Run 1, placed cells, one colour a class:
The bar under the picture is 20 um long. Fill, decap, tap and diode cells in grey.
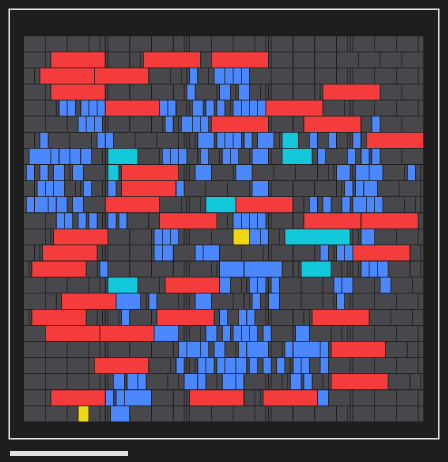
Run 1, congestion heat map:
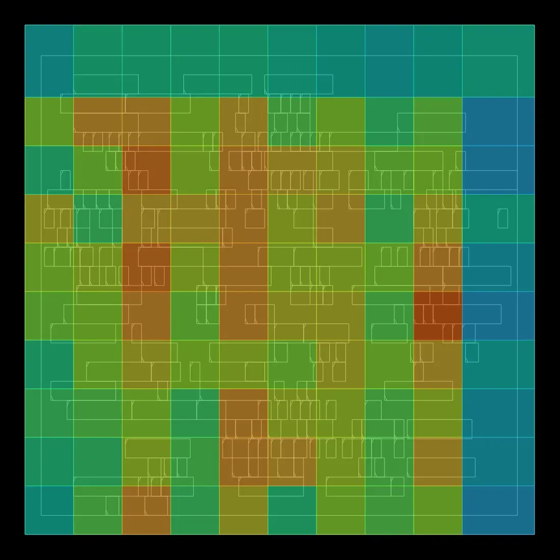
Run 1, signal wires on met1:
Supply wires on this layer in grey.
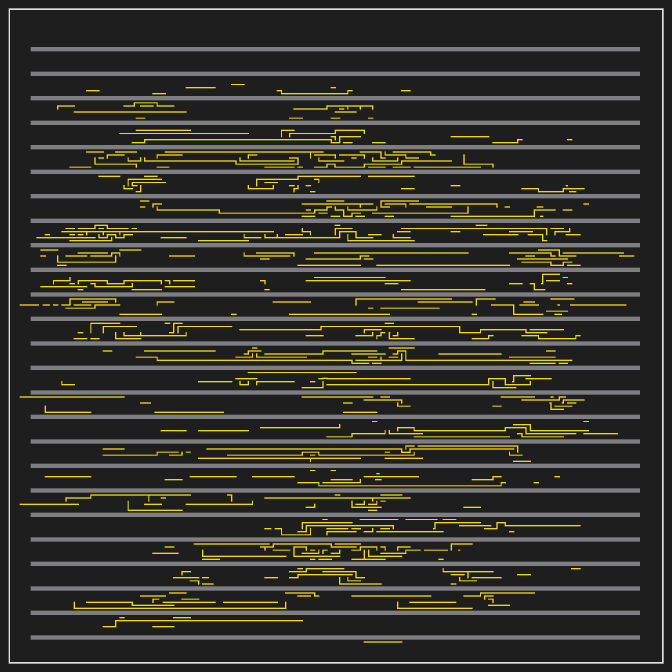
## src/rtl/gigatron_input_pkg.sv

```systemverilog
// Shared types and constants for the Gigatron keyboard/joystick input arbiter.
package gigatron_input_pkg;

    typedef enum logic [1:0] {
        IDLE     = 2'd0,
        KEY_HOLD = 2'd1,
        KEY_GAP  = 2'd2
    } state_t;

    // Value shifted out when nothing is pressed (pad lines are active-low).
    localparam logic [7:0] IDLE_WORD = 8'hFF;

    localparam int JOY_RIGHT  = 0;
    localparam int JOY_LEFT   = 1;
    localparam int JOY_DOWN   = 2;
    localparam int JOY_UP     = 3;
    localparam int JOY_A      = 4;
    localparam int JOY_B      = 5;
    localparam int JOY_SELECT = 6;
    localparam int JOY_START  = 7;

endpackage

```

## src/rtl/gigatron_key_fifo.sv

```systemverilog
// Keyboard queue: FIFO_DEPTH-entry circular FIFO when GIGATRON_KBD_FIFO_EN is
// defined, otherwise a single holding register. Push and pop may coincide.
module gigatron_key_fifo #(
    parameter int FIFO_DEPTH = 4
) (
    input  logic       clk_app,
    input  logic       reset_n,
    input  logic       push,
    input  logic       pop,
    input  logic [7:0] din,
    output logic [7:0] dout,
    output logic       full,
    output logic       empty
);

`ifdef GIGATRON_KBD_FIFO_EN
    localparam int AW = (FIFO_DEPTH > 1) ? $clog2(FIFO_DEPTH) : 1;
    localparam int CW = $clog2(FIFO_DEPTH + 1);

    logic [7:0]    mem [FIFO_DEPTH];
    logic [AW-1:0] wr_ptr;
    logic [AW-1:0] rd_ptr;
    logic [CW-1:0] count;

    function automatic logic [AW-1:0] next_ptr(input logic [AW-1:0] p);
        return (p == AW'(FIFO_DEPTH - 1)) ? '0 : p + 1'b1;
    endfunction

    always_ff @(posedge clk_app) begin
        if (push) mem[wr_ptr] <= din;
    end

    always_ff @(posedge clk_app or negedge reset_n) begin
        if (!reset_n) begin
            wr_ptr <= '0;
            rd_ptr <= '0;
            count  <= '0;
        end else begin
            if (push) wr_ptr <= next_ptr(wr_ptr);
            if (pop)  rd_ptr <= next_ptr(rd_ptr);
            if (push && !pop)      count <= count + 1'b1;
            else if (pop && !push) count <= count - 1'b1;
        end
    end

    assign dout  = mem[rd_ptr];
    assign full  = (count == CW'(FIFO_DEPTH));
    assign empty = (count == '0);
`else
    logic       occupied;
    logic [7:0] hold;

    // A push alongside a pop replaces the departing code, so occupancy stays set.
    always_ff @(posedge clk_app or negedge reset_n) begin
        if (!reset_n) begin
            occupied <= 1'b0;
            hold     <= '0;
        end else if (push) begin
            occupied <= 1'b1;
            hold     <= din;
        end else if (pop) begin
            occupied <= 1'b0;
        end
    end

    assign dout  = hold;
    assign full  = occupied;
    assign empty = !occupied;
`endif

endmodule

```

## src/rtl/gigatron_input_arbiter.sv

```systemverilog
// Famicom-style serial pad emulator merging a joystick and queued ASCII keys.
// Define GIGATRON_KBD_FIFO_EN for a multi-entry key FIFO instead of one register.
module gigatron_input_arbiter
    import gigatron_input_pkg::*;
#(
    parameter int HOLD_FRAMES = 3,
    parameter int GAP_FRAMES  = 2,
    parameter int FIFO_DEPTH  = 4
) (
    input  logic       clk_app,
    input  logic       reset_n,
    input  logic [7:0] joystick,
    input  logic       key_valid,
    input  logic [7:0] key_ascii,
    input  logic       famicom_latch,
    input  logic       famicom_pulse,
    output logic       famicom_data,
    output logic       key_dropped,
    output logic       busy,
    output logic [1:0] fsm_state
);

    localparam int HW = (HOLD_FRAMES > 0) ? $clog2(HOLD_FRAMES + 1) : 1;
    localparam int GW = (GAP_FRAMES > 0) ? $clog2(GAP_FRAMES + 1) : 1;
    localparam logic [HW-1:0] HOLD_LAST = HW'((HOLD_FRAMES > 0) ? HOLD_FRAMES - 1 : 0);
    localparam logic [GW-1:0] GAP_LAST  = GW'((GAP_FRAMES > 0) ? GAP_FRAMES - 1 : 0);

    state_t        state, state_nxt;
    logic [HW-1:0] hold_cnt, hold_nxt;
    logic [GW-1:0] gap_cnt, gap_nxt;
    logic [7:0]    held_code, held_nxt;
    logic [7:0]    word, word_nxt;
    logic          latch_q, latch_d, pulse_q, pulse_d;
    logic          frame_tick, pulse_fall;
    logic          pop, push, drop, key_in, start_key;
    logic          fifo_full, fifo_empty;
    logic [7:0]    fifo_dout;

    assign frame_tick = latch_q && !latch_d;
    assign pulse_fall = !pulse_q && pulse_d;

    assign key_in = key_valid && (key_ascii != 8'h00);
    assign push   = key_in && (!fifo_full || pop);
    assign drop   = key_in && fifo_full && !pop;

    gigatron_key_fifo #(.FIFO_DEPTH(FIFO_DEPTH)) u_fifo (
        .clk_app (clk_app),
        .reset_n (reset_n),
        .push    (push),
        .pop     (pop),
        .din     (key_ascii),
        .dout    (fifo_dout),
        .full    (fifo_full),
        .empty   (fifo_empty)
    );

    // Counters hold the number of frames still to come after the current one.
    always_comb begin
        state_nxt = state;
        hold_nxt  = hold_cnt;
        gap_nxt   = gap_cnt;
        held_nxt  = held_code;
        word_nxt  = word;
        pop       = 1'b0;
        start_key = 1'b0;
        if (frame_tick) begin
            case (state)
                IDLE: begin
                    if (!fifo_empty) start_key = 1'b1;
                    else             word_nxt  = ~joystick;
                end
                KEY_HOLD: begin
                    if (hold_cnt == '0) begin
                        state_nxt = KEY_GAP;
                        gap_nxt   = GAP_LAST;
                        word_nxt  = IDLE_WORD;
                    end else begin
                        hold_nxt = hold_cnt - 1'b1;
                        word_nxt = held_code;
                    end
                end
                KEY_GAP: begin
                    if (gap_cnt != '0) begin
                        gap_nxt  = gap_cnt - 1'b1;
                        word_nxt = IDLE_WORD;
                    end else if (!fifo_empty) begin
                        start_key = 1'b1;
                    end else begin
                        state_nxt = IDLE;
                        word_nxt  = ~joystick;
                    end
                end
                default: begin
                    state_nxt = IDLE;
                    word_nxt  = IDLE_WORD;
                end
            endcase
            if (start_key) begin
                pop       = 1'b1;
                state_nxt = KEY_HOLD;
                hold_nxt  = HOLD_LAST;
                held_nxt  = fifo_dout;
                word_nxt  = fifo_dout;
            end
        end else if (pulse_fall && !latch_q) begin
            word_nxt = {1'b1, word[7:1]};
        end
    end

    always_ff @(posedge clk_app or negedge reset_n) begin
        if (!reset_n) begin
            latch_q     <= 1'b0;
            latch_d     <= 1'b0;
            pulse_q     <= 1'b0;
            pulse_d     <= 1'b0;
            state       <= IDLE;
            hold_cnt    <= '0;
            gap_cnt     <= '0;
            held_code   <= IDLE_WORD;
            word        <= IDLE_WORD;
            key_dropped <= 1'b0;
        end else begin
            latch_q     <= famicom_latch;
            latch_d     <= latch_q;
            pulse_q     <= famicom_pulse;
            pulse_d     <= pulse_q;
            state       <= state_nxt;
            hold_cnt    <= hold_nxt;
            gap_cnt     <= gap_nxt;
            held_code   <= held_nxt;
            word        <= word_nxt;
            key_dropped <= drop;
        end
    end

    assign famicom_data = word[0];
    assign busy         = (state != IDLE) || !fifo_empty;
    assign fsm_state    = state;

endmodule

```

## config.mk

```make
export PLATFORM = sky130hd
export DESIGN_NAME = gigatron_input_arbiter
export DESIGN_NICKNAME = d
export VERILOG_FILES = /design/src/rtl/gigatron_input_pkg.sv /design/src/rtl/gigatron_key_fifo.sv /design/src/rtl/gigatron_input_arbiter.sv
export SDC_FILE = /design/constraint.sdc
export NUM_CORES = 1
export LEC_CHECK = 0
export ABC_AREA = 1
export CAP_MARGIN = 0
export CORE_MARGIN = 2
export CORE_UTILIZATION = 38
export CTS_CLUSTER_DIAMETER = 120
export DETAILED_ROUTE_END_ITERATION = 8
export DONT_BUFFER_PORTS = 1
export PLACE_DENSITY = 0.51
export SLEW_MARGIN = 40
export SYNTH_ARGS = -nofsm -noshare
export SYNTH_HDL_FRONTEND = slang
export SYNTH_SLANG_ARGS = --single-unit
```

## constraint.sdc

```tcl
create_clock -name clk_app -period 2.9 [get_ports clk_app]
set_clock_uncertainty 0.05 [all_clocks]
set_input_delay 0.58 -clock clk_app [delete_from_list [all_inputs] [get_ports clk_app]]
set_output_delay 0.58 -clock clk_app [all_outputs]
set_load 0.01 [all_outputs]
```

==> Changelog: implementation, run 1 <==
### Physical design

- Max Fclk: 550 MHz
- Hold_ws: 0.0763 ns
- Comb pwr: 0.684 mW
- Inserted Diodes: 0
- GRT Total Usage: 0.160
- Detail Placement HPWL: 2640 um
- Status: finished clean
- Flop pwr share: 0.452
- CTS max path bufs: 2
- H-tree levels: 2
- Final WS setup: 1.08 ns
- Die Wd: 72.4 um
- Syn-to-layout area delta: 9.37%
- OpenROAD warning count: 26
- Logic share of the area: 0.370
- Number of non-clock inverters in the layout: 30
- Adder Area Share: 0.0141
- Synth async-reset ratio: 1.00
- Worst setup startpoint: gap_cnt[0]
- Final setup TNS: 0 ns
- Metal2 WL: 1650 um
- Post-place instance area: 1830 um2
- DRC: 0
- Syn_area_per_cell: 8.14 um2
- Clock Sinks: 36
- Met1 GRT Util: 0.213
- Most common cell in the netlist: nand2_1
- Xor/xnor share: 0.00493
- Slew @ Worst Pin: 0.476 ns
- Critical Path, Cell by Cell: inv_1 -> ha_1 -> inv_1 -> nand2_1 -> nand3_4 -> nand2_1 -> nand2_1 -> nand2_1 -> nand2_1
- Yosys warning total: 0
- Top-area cell share: 0.282
- Worst path required time: 3.02 ns
- Flops after synth: 36
- Met2 usage in global routing: 0.253
- Switching power: 0.781 mW
- Via count: 1354
- Seq pwr: 0.928 mW
- Vias per cell: 4.91
- Initial antenna violation count: 0
- Multi-In Gates: 148
- Slew HR: 0.681
- Netlist cell types: 25
- Final net count: 246
- Top Family by Delay on Critical Path: simple AND/OR/NAND/NOR gates
- Vias in the first global route: 1415
- Postcts setup bufs: 0
- Top logic family: simple AND/OR/NAND/NOR gates
- Critical Path End Type: register
- Pwr top: sequential cells
- Leading cell kind: flip-flops and latches
- Routed wire length: 3630 um
- Post-Place Cells: 267
- Pre-CTS setup slack: 1.09 ns
- Internal: 1.27 mW
- Reg-to-Reg Start: gap_cnt[0]
- FF-to-FF End: u_fifo.dout[3]
- Post-Synthesis Cells: 218
- Max_cap viols: 0
- Area fraction in compound gates: 0.0944
- Number of enable flip-flop cells: 0
- Logic area: 719 um2
- Largest net degree at the start of global routing: 21
- Share of cells above drive strength 1: 0.192
- Buffering overhead: 0.00644
- Critical path buffers and inverters: 2
- Floorplan Nets: 241
- Chip Area: 5240 um2
- Worst Setup EP: u_fifo.dout[3]
- RSZ-0062 raised after global routing: no
- Fin crit period: 1.82 ns
- CTS clk-pin slew, worst paths: 0.08 ns
- Top area cell types: dfrtp_1 (28%), dfstp_2 (24%), nand2_1 (17%), inv_1 (5.1%), nand3_1 (3.9%)
- Seq/Total Area, Yosys: 0.519
- Yosys Chip Area: 1780 um2
- Seq cells: 36
- Dominant register cell: dfrtp_1
- Sw Share: 0.381
- Leakage: 0.950 nW
- Worst hold path type: primary input to asynchronous set/reset pin
- Max IR drop VDD: 0.356 mV
- Crit path kind: register to register
- Combinational power share: 0.334
- Simple-Gate Area Share: 0.292
- Cts repair resizes: 0
- Number of buffers created by CTS: 5
- Starting Density: 0.402
- N_taps: 52
- CLK BUF: 5
- Synth cell count leaders: nand2_1 (80), inv_1 (24), dfrtp_1 (20)
- Worst reg2reg setup slack: 1.08 ns
- CTS hold repair buffers: 1
- Yosys cell count: 218
- Period utilization: 0.627
- Filler instances: 461
- Top cell excl fill/tap: nand2_1
- Bufs w/o clock: 2
- DR pass1 iterations: 4
- Pwr per Cell Area: 1060 nW/um2
- First DRT Iteration DRCs: 49
- Final ANT Viol Nets: 0
- Setup violators final: 0
- I/O Pins: 26
- Dominant logic cell types in the final layout: nand2_1 (80), inv_1 (24), dfrtp_1 (20)
- CTS tree: built
- Gpl congestion: 0.756
- Top cell type by total area after synthesis: dfrtp_1
- Post-Syn Area: 1780 um2
- Chip height: 72.4 um
About 'placed cells, one colour a class':
clock drivers and dummy loads -> cyan  # cells 8
flops -> red  # cells 36
combinational and other logic -> blue  # cells 178
other buffers and delay cells -> yellow  # cells 2
core box area: 4410 um2
final core occ: 0.440
design area: 1940 um2
# rows: 24
Seq area share: 0.474

About 'congestion heat map':
routing usage on met3: 0.0458
gr busiest metal: met2
Wirelength per Cell: 13.2 um

About 'signal wires on met1':
longest straight run = 23.5 um
wire length on this layer = 1800 um
nets with wire on the layer = 225

Run 1, cell area per tile:
7 x 7 tiles, from white (low) to dark blue (high), 0 to 100% covered.
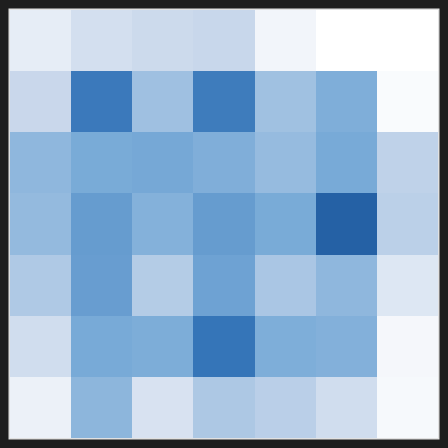

--- run 2 (diff from run 1) ---
--- a/config.mk
+++ b/config.mk
@@ -12,7 +12,7 @@
 export CTS_CLUSTER_DIAMETER = 120
 export DETAILED_ROUTE_END_ITERATION = 8
 export DONT_BUFFER_PORTS = 1
-export PLACE_DENSITY = 0.51
+export PLACE_DENSITY = 0.53
 export SLEW_MARGIN = 40
 export SYNTH_ARGS = -nofsm -noshare
 export SYNTH_HDL_FRONTEND = slang
==> constraint.sdc (replaced) <==
create_clock -name clk_app -period 1.6 [get_ports clk_app]
set_clock_uncertainty 0.05 [all_clocks]
set_input_delay 0.32 -clock clk_app [delete_from_list [all_inputs] [get_ports clk_app]]
set_output_delay 0.32 -clock clk_app [all_outputs]
set_load 0.01 [all_outputs]
Run 2, cell area per tile:
7 x 7 tiles, from white (low) to dark blue (high), 0 to 100% covered.
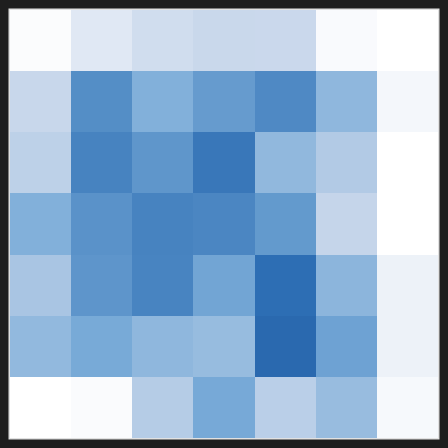
emptiest ninth of the die = upper right
fullest tile = 77%
tiles over 75% full = 4.1%
mean over tiles = 37%
nearly empty tiles = 10%
densest ninth of the die = centre
final core occ: 0.455
Starting Density: 0.402

==> run 2 against run 1 <==
Via count is 0.22% higher; cell count is 3.3% higher; power is 76% higher; flip-flop count stayed put; sequential share of layout area is 1.6 points lower; area after synthesis stayed put; register-to-register slack worse by 0.92 ns.
==> Changelog: implementation, run 2 <==
### Physical design

- Worst setup startpoint: fsm_state[0]
- Post-Syn Area: 1780 um2
- DRC: 0
- Multi-In Gates: 148
- Pre-CTS setup slack: 0.154 ns
- Seq/Total Area, Yosys: 0.519
- Final setup TNS: 0 ns
- I/O Pins: 26
- Status: finished clean
- Yosys warning total: 0
- Routed wire length: 3520 um
- Logic share of the area: 0.360
- Seq area share: 0.459
- Worst reg2reg setup slack: 0.16 ns
- Initial antenna violation count: 0
- Seq pwr: 1.67 mW
- Crit path kind: register to output pin
- CTS clk-pin slew, worst paths: 0.08 ns
- Cts repair resizes: 0
- Top cell type by total area after synthesis: dfrtp_1
- DR pass1 iterations: 6
- Vias per cell: 4.76
- Clock Sinks: 36
- Max_cap viols: 0
- Share of cells above drive strength 1: 0.210
- Met2 usage in global routing: 0.252
- Seq cells: 36
- Gr busiest metal: met2
- Inserted Diodes: 0
- Period utilization: 0.930
- Worst path required time: 1.23 ns
- Slew HR: 0.731
- Met1 GRT Util: 0.192
- Top logic family: simple AND/OR/NAND/NOR gates
- Top cell excl fill/tap: nand2_1
- Post-place instance area: 1870 um2
- Dominant logic cell types in the final layout: nand2_1 (79), inv_1 (24), dfrtp_1 (20)
- Most common cell in the netlist: nand2_1
- Wirelength per Cell: 12.3 um
- Leading cell kind: flip-flops and latches
- Filler instances: 442
- First DRT Iteration DRCs: 52
- Buffering overhead: 0.0511
- Die Wd: 72.4 um
- Critical path buffers and inverters: 1
- Yosys Chip Area: 1780 um2
- Yosys cell count: 218
- Worst hold path type: primary input to register
- Max IR drop VDD: 0.820 mV
- Pwr top: sequential cells
- Reg-to-Reg Start: gap_cnt[0]
- Post-Place Cells: 273
- H-tree levels: 2
- # rows: 24
- Floorplan Nets: 241
- Bufs w/o clock: 11
- Syn-to-layout area delta: 13.1%
- GRT Total Usage: 0.155
- Core box area: 4410 um2
- Final net count: 255
- Top-area cell share: 0.282
- Slew @ Worst Pin: 0.404 ns
- Final WS setup: 0.111 ns
- Combinational power share: 0.367
- CLK BUF: 6
- Top area cell types: dfrtp_1 (28%), dfstp_2 (24%), nand2_1 (17%), inv_1 (5.1%), nand3_1 (3.9%)
- Syn_area_per_cell: 8.14 um2
- Hold_ws: 0.118 ns
- Routing usage on met3: 0.0431
- Design area: 2010 um2
- Flops after synth: 36
- Leakage: 0.984 nW
- Number of non-clock inverters in the layout: 30
- CTS tree: built
- Critical Path End Type: output pin
No activity file was given, so power comes from the tool's default toggle rates.
